### Signal wires by layer

The bar under the picture is 100 um long. Two of the layers only.
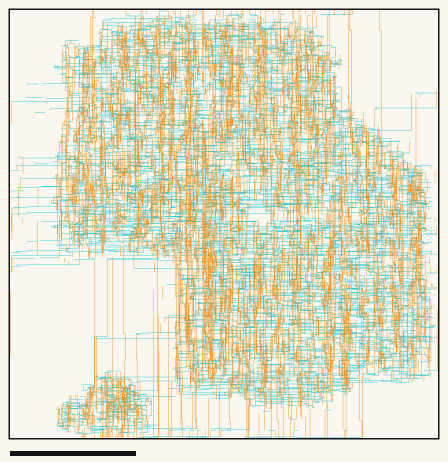
### Clock routing

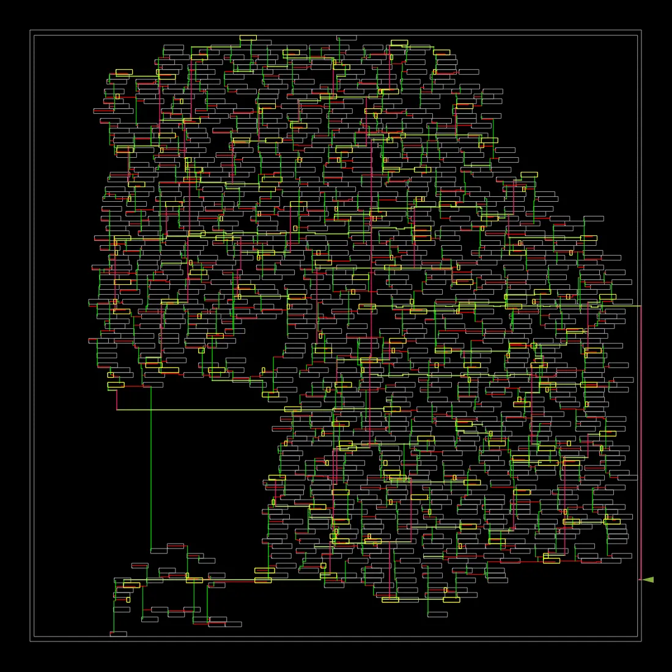
### Metal 2

The bar under the picture is 100 um long.
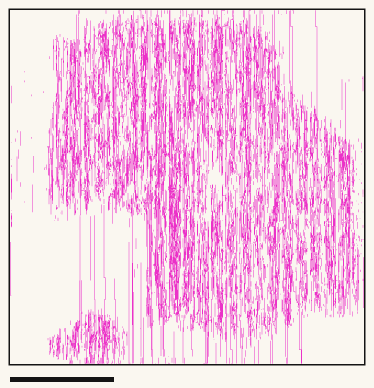
### Metal 3

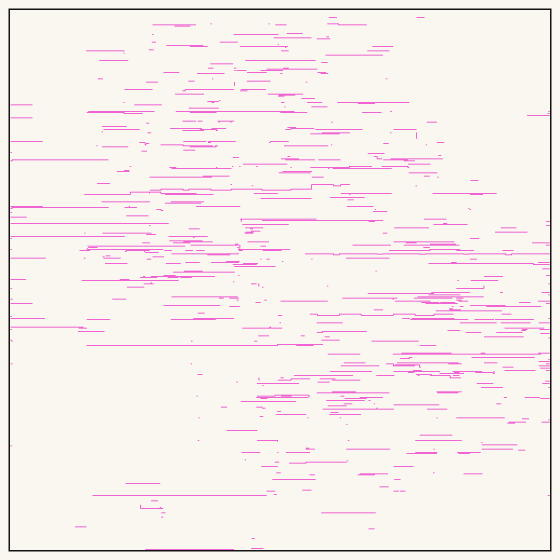
### PDN straps and rails

The bar under the picture is 100 um long. Pins as bars on the die edge.
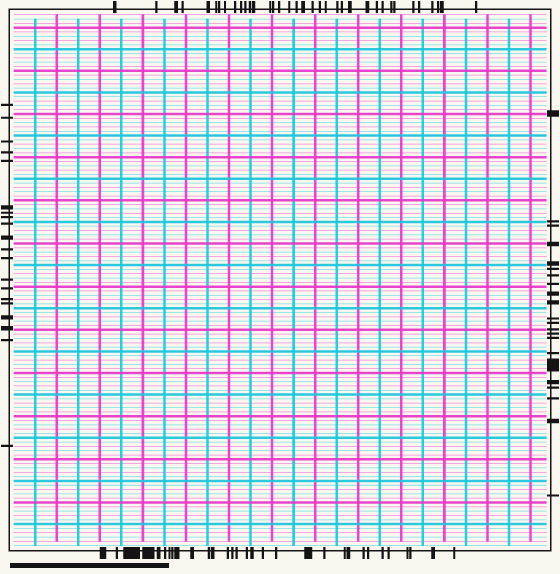
File: config.mk
export PLATFORM = sky130hd
export DESIGN_NAME = wb_trace_fifo
export DESIGN_NICKNAME = d
export VERILOG_FILES = /design/src/rtl/wb_trace_fifo.sv
export SDC_FILE = /design/constraint.sdc
export NUM_CORES = 1
export LEC_CHECK = 0
export ABC_AREA = 1
export CORE_MARGIN = 2
export CORE_UTILIZATION = 40
export CTS_BUF_LIST = sky130_fd_sc_hd__clkbuf_8 sky130_fd_sc_hd__clkbuf_16
export CTS_CLUSTER_SIZE = 16
export DETAILED_ROUTE_END_ITERATION = 7
export HOLD_SLACK_MARGIN = 0.08
export PLACE_DENSITY = 0.68
export RECOVER_POWER = 50
export SLEW_MARGIN = 10
export SYNTH_ARGS = -nofsm -noshare
export SYNTH_HDL_FRONTEND = slang
export SYNTH_SLANG_ARGS = --single-unit
File: constraint.sdc
create_clock -name clk -period 11 [get_ports clk]
set_input_delay 2.2 -clock clk [delete_from_list [all_inputs] [get_ports clk]]
set_output_delay 2.2 -clock clk [all_outputs]
set_load 0.01 [all_outputs]
File: src/rtl/wb_trace_fifo.sv
// wb_trace_fifo: captures one record per register write-back edge into a show-ahead FIFO drained over valid/ready
// Ports:
//   clk, resetn              clock, asynchronous active-low reset
//   debug_wb_pc/_rf_wen/_rf_addr/_rf_wdata   CPU write-back debug bus
//   trace_clr                synchronous flush, also clears overflow and drop count
//   trace_valid/_ready       head record handshake
//   trace_pc/_addr/_data     head record, zero while trace_valid=0
//   trace_level              occupied entries 0..DEPTH
//   trace_overflow           sticky, a record was dropped
//   trace_drop_cnt           saturating count of dropped records
// Build option: TRACE_FILTER_R0_EN ignores write-backs to register 0.
module wb_trace_fifo #(
    parameter int DEPTH  = 16,
    parameter int AW     = 4,
    parameter int DROP_W = 16
) (
    input  logic              clk,
    input  logic              resetn,
    input  logic [31:0]       debug_wb_pc,
    input  logic              debug_wb_rf_wen,
    input  logic [4:0]        debug_wb_rf_addr,
    input  logic [31:0]       debug_wb_rf_wdata,
    input  logic              trace_clr,
    output logic              trace_valid,
    input  logic              trace_ready,
    output logic [31:0]       trace_pc,
    output logic [4:0]        trace_addr,
    output logic [31:0]       trace_data,
    output logic [AW:0]       trace_level,
    output logic              trace_overflow,
    output logic [DROP_W-1:0] trace_drop_cnt
);
    logic [68:0]       mem [DEPTH];
    logic [AW-1:0]     rd_ptr, wr_ptr;
    logic              wen_q;
    logic              evt, full, pop, push, drop;
    logic [68:0]       head;

`ifdef TRACE_FILTER_R0_EN
    assign evt = debug_wb_rf_wen && !wen_q && (debug_wb_rf_addr != 5'd0);
`else
    assign evt = debug_wb_rf_wen && !wen_q;
`endif

    assign full        = trace_level == (AW+1)'(DEPTH);
    assign trace_valid = trace_level != '0;
    assign pop         = trace_valid && trace_ready;
    // a pop on a full FIFO frees the head slot, which the push may reuse in the same cycle
    assign push        = evt && (!full || pop);
    assign drop        = evt && full && !pop;
    assign head        = mem[rd_ptr];
    assign trace_pc    = trace_valid ? head[68:37] : '0;
    assign trace_addr  = trace_valid ? head[36:32] : '0;
    assign trace_data  = trace_valid ? head[31:0]  : '0;

    always_ff @(posedge clk)
        if (push && !trace_clr)
            mem[wr_ptr] <= {debug_wb_pc, debug_wb_rf_addr, debug_wb_rf_wdata};

    always_ff @(posedge clk or negedge resetn) begin
        if (!resetn) begin
            rd_ptr         <= '0;
            wr_ptr         <= '0;
            trace_level    <= '0;
            trace_overflow <= 1'b0;
            trace_drop_cnt <= '0;
            wen_q          <= 1'b0;
        end else begin
            // tracked even during a flush so a held wen is never seen as a new edge
            wen_q <= debug_wb_rf_wen;
            if (trace_clr) begin
                rd_ptr         <= '0;
                wr_ptr         <= '0;
                trace_level    <= '0;
                trace_overflow <= 1'b0;
                trace_drop_cnt <= '0;
            end else begin
                if (push)
                    wr_ptr <= wr_ptr + 1'b1;
                if (pop)
                    rd_ptr <= rd_ptr + 1'b1;
                trace_level <= (push && !pop) ? trace_level + 1'b1 :
                               (pop && !push) ? trace_level - 1'b1 : trace_level;
                if (drop) begin
                    trace_overflow <= 1'b1;
                    if (~&trace_drop_cnt)
                        trace_drop_cnt <= trace_drop_cnt + 1'b1;
                end
            end
        end
    end
endmodule
==> results.txt <==
run metrics: initial antenna violation count=28, Ys Warns=0, mux share=0, peak fanout along the critical path=97, Hold Path Class=reg2reg, num rows=123, worst setup margin=3340 ps, P_leak=0.0164 uW, simple share=0.100, hold_buf cts=0, Max Root-Sink Buffers=3, Pre-antenna DRT Iters=6, P&R area growth vs syn=13.9%, power per cell area=215 nW/um^2, post-CTS setup buffers=0, Area leader share=0.733, EDFF count, synth=1104, xor/xnor share=0.00194, Critical Path AT=5460 ps, Routed WL per cell=22.6 um, Synth Flop Type=edfxtp_1, largest family of logic cells by area=AND-OR/OR-AND gates, Peak VDD IR=221 uV, CP startpoint kind=flop, CP Class=reg2out, CTS tree=yes, crit path capture type=primary output, largest area contributor in the netlist=edfxtp_1, Num CTS Buffers=110, relative slew slack=-0.259, asr flop ratio synth=0.0273, YS chip area=45200 um^2, Gates resized, CTS repair=0, post-synthesis cell count from yosys=3488, maxcap violations=1, routability-driven placement congestion ratio=0.764, setup_tns=0 ps, Post-Synth AOI/OAI Area=0.118, RSZ-0062 raised after global routing=false, syn nets=3573, power after layout=11100 uW, Worst EP required=8800 ps, Final min period=7660 ps, count of final hold-check violations=0, ANT nets after route=0, Iteration-0 DRC Markers=3105, GRT Total Usage=0.197, FP Core Util=0.403, fin. max-slew vios=32, tool warnings=43, H-Tree Depth=3, IO Port Bufs=165, Root Buffer=clkbuf_16, Core Area=112000 um^2, dpl cells=4963, Post-Syn Area per Cell=13.0 um^2, Chip Height=340 um, pre-CTS setup slack=4080 ps, Die Wd=340 um, max frequency=131 MHz, CTS sink cnt=1135, pin count of the biggest net entering global routing=237, fin cells=5168, Post-DP Area=48200 um^2, Top area cell types=edfxtp_1 73%, nor2_1 7.2%, o21ai_0 5.2%, failing checks=capacitance limit, slew limit, Flops after synth=1135, outcome=finished with violations, Mapped Area=45200 um^2, Synth Instances=3488, Via-to-Cell Ratio=5.51, hpwl dp=56400 um, chip area=116000 um^2, first-pass GRT wire length=173000 um, Synth Seq Share=0.750, Synth Area in Adders=0.00321, Final #Nets=3660, Cell Type Count=30, Top cells excl fill/tap=1104 x edfxtp_1, 853 x nor2_1, 473 x o21ai_0, clk slew on worst S/H paths=60 ps, setup violators final=0, fin crit share=0.696, drt drc=0, share of layout cells above drive strength 1=0.0595, number of global-route vias before repair=27100, final instance area=51500 um^2, grt ovf=0, Slew @ Worst Pin=1890 ps, filler instances=9841, most instantiated logic cell after routing=edfxtp_1, IO Pins=166
Back to the opening pictures, 'Signal wires by layer':
metal 1: marked cyan, wire length 48.9 mm. metal 2: marked orange, wire length 56.6 mm.

Back to the opening pictures, 'Clock routing':
worst skew pair latency: 710 ps
Worst Skew: 38.7 ps
Seq cells: 1135

Back to the opening pictures, 'Metal 2':
The wires run mostly vertical. The layer holds 49% of the routed length.
met2 Track Usage GR: 0.325
final WL: 117000 um
via count: 28500

Back to the opening pictures, 'Metal 3':
The longest straight run is 120 um. The wires run mostly horizontal. The layer carries 7640 um of wire.

Back to the opening pictures, 'PDN straps and rails':
VDD: marked magenta. VSS: marked cyan.
24 straps on met5. The core has 123 rows. 166 signal pins sit on the boundary. 24 straps on met4.

[layout make-up]
| class | count | area (um^2) | area share |
|---|---|---|---|
| Tap cell | 1500 | 1880 | 0.0364 |
| Antenna cell | 7 | 17.5 | 0.000340 |
| Clock buffer | 110 | 2750 | 0.0535 |
| Sequential cell | 1135 | 33900 | 0.659 |
| Clock inverter | 88 | 519 | 0.0101 |
| Timing Repair Buffer | 216 | 2050 | 0.0399 |
| Inverter | 33 | 145 | 0.00282 |
| Multi-Input combinational cell | 2079 | 10200 | 0.198 |
[synth_stat cells, types with 2 or more instances]
library cell,instances
nand3_1,175
buf_6,2
nor2_1,869
o21ai_0,473
buf_1,17
o211ai_1,276
ha_1,10
inv_2,3
xor2_1,8
nand2_1,75
edfxtp_1,1104
o21ai_1,96
nand4_1,8
a21oi_1,72
nand2_2,2
nor3_1,6
dfrtp_1,31
xnor2_1,2
inv_1,28
clkbuf_1,132
clkinv_1,2
buf_4,27
buf_2,63
[power by group]
group	total [uW]	switching (uW)	internal (uW)
clock	3470	1590	1880
combinational	2740	1800	932
sequential	4860	81.4	4780
[state kept, by name, indices dropped and copies added (netlist names)]
name	count
mem	1104
rd_ptr	4
trace_drop_cnt	16
trace_level	5
trace_overflow	1
wen_q	1
wr_ptr	4
[metal layers]
layer	wire (um)	vias up	track usage
met5	36	-	0
met4	3320	6	0.0668
met3	7640	210	0.0326
met2	56600	1015	0.325
met1	48900	14200	0.264
li1	-	13000	-
[worst paths after layout]
| kind | from | end | slack [ps] | depth (start not counted) |
|---|---|---|---|---|
| setup / recovery | rd_ptr[0] | trace_data[19] | 3340 | 9 |
| hold / removal | trace_overflow | trace_overflow | 550 | 2 |
| setup reg to reg | trace_level[0] | mem[4][55] | 6260 | 8 |
| hold reg to reg | trace_overflow | trace_overflow | 550 | 2 |
| max in group asynchronous | resetn | rd_ptr[1] | 7080 | 2 |
| min in group asynchronous | resetn | trace_drop_cnt[4] | 2560 | 2 |
[per-stage QoR]
stage          hold WS [ps]  utilization
2_1_floorplan           548            -
6_report                553        0.458
3_5_place_dp            559        0.429
5_1_grt                 594        0.458
4_1_cts                 568        0.458
3_3_place_gp            540        0.429
[logic make-up (layout without fill, tap and decap cells)]
family / after synthesis / count (layout)
flops: 1135 / 1135
compound gates: 922 / 922
simple gates: 1136 / 1136
other cells: 0 / 7
xor+xnor: 10 / 10
buf+inv: 274 / 447
fa+ha+maj: 11 / 11
[worst max-delay path: stages, from the launching register on]
cell	delay (ps)
dfrtp_4	1110
buf_4	840
buf_4	860
nor2_1	130
nor2_1	110
o21ai_0	110
o211ai_1	130
nand3_1	110
a21oi_1	550
clkdlybuf4s50_1	660
Power figures rest on the tool's default switching activity, not on a simulated workload.
